$ cat config.mk
export PLATFORM = sky130hd
export DESIGN_NAME = bulb_pwm_driver
export DESIGN_NICKNAME = d
export VERILOG_FILES = /design/src/rtl/bulb_pkg.sv /design/src/rtl/bulb_pwm_gen.sv /design/src/rtl/bulb_pwm_driver.sv
export SDC_FILE = /design/constraint.sdc
export NUM_CORES = 1
export LEC_CHECK = 0
export CAP_MARGIN = 20
export CORE_UTILIZATION = 41
export CTS_CLUSTER_DIAMETER = 30
export DETAILED_ROUTE_END_ITERATION = 6
export PLACE_DENSITY = 0.76
export RECOVER_POWER = 100
export SYNTH_ARGS = -nofsm -noshare
export SYNTH_HDL_FRONTEND = slang
export SYNTH_HIERARCHICAL = 1
export SYNTH_SLANG_ARGS = --single-unit
export TNS_END_PERCENT = 1
$ cat constraint.sdc
create_clock -name clk -period 1.1 [get_ports clk]
set_input_delay 0.22 -clock clk [delete_from_list [all_inputs] [get_ports clk]]
set_output_delay 0.22 -clock clk [all_outputs]
set_load 0.005 [all_outputs]
$ cat src/rtl/bulb_pkg.sv
// Shared types and constants for the bulb PWM driver.
package bulb_pkg;

    localparam int unsigned PWM_PERIOD = 15;

    typedef enum logic [1:0] {
        WHITE = 2'd0,
        RED   = 2'd1,
        BLUE  = 2'd2,
        GREEN = 2'd3
    } color_e;

    typedef enum logic [1:0] {
        StOff,
        StRampUp,
        StOn,
        StRampDown
    } state_e;

    // Bit order {green, blue, red, white} matches the colour encoding.
    function automatic logic [3:0] color_onehot(input color_e c);
        return 4'b0001 << c;
    endfunction

endpackage

$ cat src/rtl/bulb_pwm_gen.sv
// Free-running period-15 PWM generator; output is registered after the compare.
module bulb_pwm_gen
    import bulb_pkg::*;
(
    input  logic       clk,
    input  logic       rst_n,
    input  logic [3:0] level,
    output logic       pwm
);

    logic [3:0] cnt_q, cnt_d;
    logic       pwm_q;

    always_comb begin
        cnt_d = (cnt_q == 4'(PWM_PERIOD - 1)) ? 4'd0 : cnt_q + 4'd1;
    end

    always_ff @(posedge clk or negedge rst_n) begin
        if (!rst_n) begin
            cnt_q <= 4'd0;
            pwm_q <= 1'b0;
        end else begin
            cnt_q <= cnt_d;
            // Level 15 exceeds every count (always on), level 0 none (always off).
            pwm_q <= (level > cnt_q);
        end
    end

    assign pwm = pwm_q;

endmodule

$ cat src/rtl/bulb_pwm_driver.sv
// Single-colour bulb driver with optional brightness fading.
// Define BULB_FADE_EN to enable the prescaler and ramp states; otherwise level jumps to target.
module bulb_pwm_driver
    import bulb_pkg::*;
#(
    parameter int unsigned FADE_DIV = 4
) (
    input  logic       clk,
    input  logic       rst_n,
    input  logic       on_off,
    input  logic [3:0] brightness,
    input  logic [1:0] color,
    output logic       led_w,
    output logic       led_r,
    output logic       led_b,
    output logic       led_g,
    output logic [3:0] level,
    output logic       busy
);

    logic       on_q;
    logic [3:0] bri_q;
    color_e     col_q;

    state_e     state_q, state_d;
    logic [3:0] level_q, level_d;
    color_e     act_q, act_d;

    logic [3:0] target;
    logic       pwm;
    logic [3:0] chan;

    always_ff @(posedge clk or negedge rst_n) begin
        if (!rst_n) begin
            on_q  <= 1'b0;
            bri_q <= 4'd0;
            col_q <= WHITE;
        end else begin
            on_q  <= on_off;
            bri_q <= brightness;
            col_q <= color_e'(color);
        end
    end

    assign target = (on_q && (bri_q != 4'd0)) ? bri_q : 4'd0;

`ifdef BULB_FADE_EN
    logic [7:0] presc_q;
    logic       tick;
    logic       mismatch;

    assign tick     = (presc_q == 8'(FADE_DIV - 1));
    assign mismatch = (col_q != act_q);

    always_ff @(posedge clk or negedge rst_n) begin
        if (!rst_n) begin
            presc_q <= 8'd0;
        end else begin
            presc_q <= tick ? 8'd0 : presc_q + 8'd1;
        end
    end

    always_comb begin
        state_d = state_q;
        level_d = level_q;
        act_d   = act_q;
        case (state_q)
            StOff: begin
                level_d = 4'd0;
                if (target != 4'd0) begin
                    act_d   = col_q;
                    state_d = StRampUp;
                end
            end
            StRampUp: begin
                if (mismatch || (target < level_q)) begin
                    state_d = StRampDown;
                end else if (level_q == target) begin
                    state_d = (target == 4'd0) ? StOff : StOn;
                end else if (tick) begin
                    level_d = level_q + 4'd1;
                end
            end
            StOn: begin
                if (mismatch || (target < level_q)) begin
                    state_d = StRampDown;
                end else if (target > level_q) begin
                    state_d = StRampUp;
                end else if (level_q == 4'd0) begin
                    state_d = StOff;
                end
            end
            StRampDown: begin
                // The colour may only change once the lamp is fully dark.
                if (level_q == 4'd0) begin
                    if (target != 4'd0) begin
                        act_d   = col_q;
                        state_d = StRampUp;
                    end else begin
                        state_d = StOff;
                    end
                end else if (!mismatch && (level_q == target)) begin
                    state_d = StOn;
                end else if (!mismatch && (target > level_q)) begin
                    state_d = StRampUp;
                end else if (tick) begin
                    level_d = level_q - 4'd1;
                end
            end
            default: state_d = StOff;
        endcase
    end

    assign busy = (state_q == StRampUp) || (state_q == StRampDown);
`else
    always_comb begin
        state_d = (target != 4'd0) ? StOn : StOff;
        level_d = target;
        act_d   = col_q;
    end

    assign busy = 1'b0;
`endif

    always_ff @(posedge clk or negedge rst_n) begin
        if (!rst_n) begin
            state_q <= StOff;
            level_q <= 4'd0;
            act_q   <= WHITE;
        end else begin
            state_q <= state_d;
            level_q <= level_d;
            act_q   <= act_d;
        end
    end

    bulb_pwm_gen u_pwm_gen (
        .clk   (clk),
        .rst_n (rst_n),
        .level (level_q),
        .pwm   (pwm)
    );

    // Only the active channel can carry the PWM, so two leds are never lit at once.
    assign chan  = color_onehot(act_q) & {4{pwm & (state_q != StOff)}};
    assign led_w = chan[0];
    assign led_r = chan[1];
    assign led_b = chan[2];
    assign led_g = chan[3];
    assign level = level_q;

endmodule

==> results.sh <==
# yosys + openroad results
export IMPL_status="finished with violations"
export IMPL_violations="negative setup slack"
export IMPL_warnings=29
export IMPL_power_switching_mw=0.262
export IMPL_n_tap_cell=16
export IMPL_finalInstanceArea_um2=986
export IMPL_largest_class="flip-flops and latches"
export IMPL_drive_gt1_share_pct=32.1
export IMPL_fp_utilization_pct=46.3
export IMPL_combPwrFrac_pct=8.7
export IMPL_peakVddDrop_uv=1010
export IMPL_comb_area_share_pct=23.9
export IMPL_setup_violations_final=5
export IMPL_wl_met1_um=547
export IMPL_cp_required_ns=0.88
export IMPL_switching_share_pct=22.1
export IMPL_cts_root_buf="clkbuf_4"
export IMPL_post_cts_buffers=5
export IMPL_place_inst=91
export IMPL_period_needed_ns=1.40
export IMPL_buffer_area_share_pct=21.2
export IMPL_diodes=0
export IMPL_grt_pass1_vias=527
export IMPL_top_layer="met4"
export IMPL_synth_warnings=6
export IMPL_skew_ns=0.00554
export IMPL_antenna_found_initial=0
export IMPL_r2r_slack_ns=-0.13
export IMPL_gp_congestion=0.769
export IMPL_cap_violations=0
export IMPL_layout_top_cell="dfrtp_1"
export IMPL_intPower_mw=0.924
export IMPL_final_cell_mix="19 x dfrtp_1, 8 x dlygate4sd3_1, 8 x buf_4"
export IMPL_rsz0062_at_grt="yes"
export IMPL_clkTransAtPathRegs_ns=0.10
export IMPL_dp_slack_ns=-0.279
export IMPL_slew_viol_final=0
export IMPL_fin_ws_ns=-0.304
export IMPL_worstPathMaxFanout=2
export IMPL_drt_first_pass_iters=1
export IMPL_grt_pass1_wl_mm=2.35
export IMPL_comb_area_um2=235
export IMPL_top_area_cell="dfrtp_1"
export IMPL_use_met2_pct=30.9
export IMPL_hold_slack_ns=0.360
export IMPL_common_cells="19 x dfrtp_1, 4 x ha_1, 4 x inv_1"
export IMPL_cts_tree="yes"
export IMPL_cp_start_kind="flip-flop"
export IMPL_met2_length_um=718
export IMPL_dpl_instance_area_um2=980
export IMPL_fp_dieW_um=44.2
export IMPL_nNonClkInverters=5
export IMPL_chip_area_um2=1950
export IMPL_flop_area_um2=475
export IMPL_cts_buffers=3
export IMPL_postRouteWirelength_mm=1.32
export IMPL_nets=98
export IMPL_port_buffers=16
export IMPL_path_buffers=2
export IMPL_htreeDepth=1
-- final timing paths --
kind	startpoint	end	depth (start not counted)
max	act_q[1]	led_w	3
min in group asynchronous	rst_n	bri_q[0]	2
min reg2reg	act_d[0]	act_q[0]	0
min	act_d[0]	act_q[0]	0
max in group asynchronous	rst_n	level[0]	2
max reg2reg	level[1]	u_pwm_gen/pwm	5
-- cell families (layout without fill, tap and decap cells) --
group | Yosys count | after routing | share of synthesized area (%)
DFF | 19 | 19 | 65.2
and+or+nand+nor | 13 | 13 | 12.9
AOI/OAI and AO/OA | 9 | 9 | 9.60
buffers and inverters | 6 | 37 | 3.60
adders and majority gates | 4 | 4 | 6.86
other | 1 | 1 | 0.514
muxes | 1 | 1 | 1.37
port_nets.png
Drawn at 6 px/um.
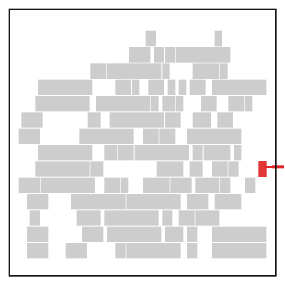
- `busy`: red (bits 1; direction output; end cells 1; buffers 0; wire 1.30 um)

drive_strength.png
Drawn at 12 px/um.
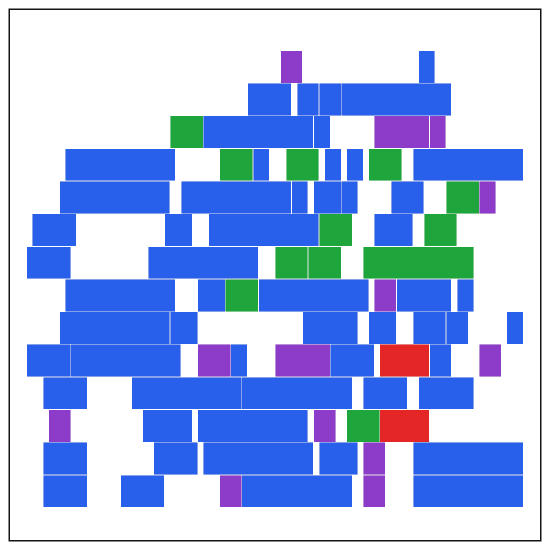
- drive 1 or less: blue (cells 57; share 68%)
- drive 2: purple (cells 13; share 15%)
- drive 3 to 4: green (cells 12; share 14%)
- drive 6 and up: red (cells 2; share 2.4%)

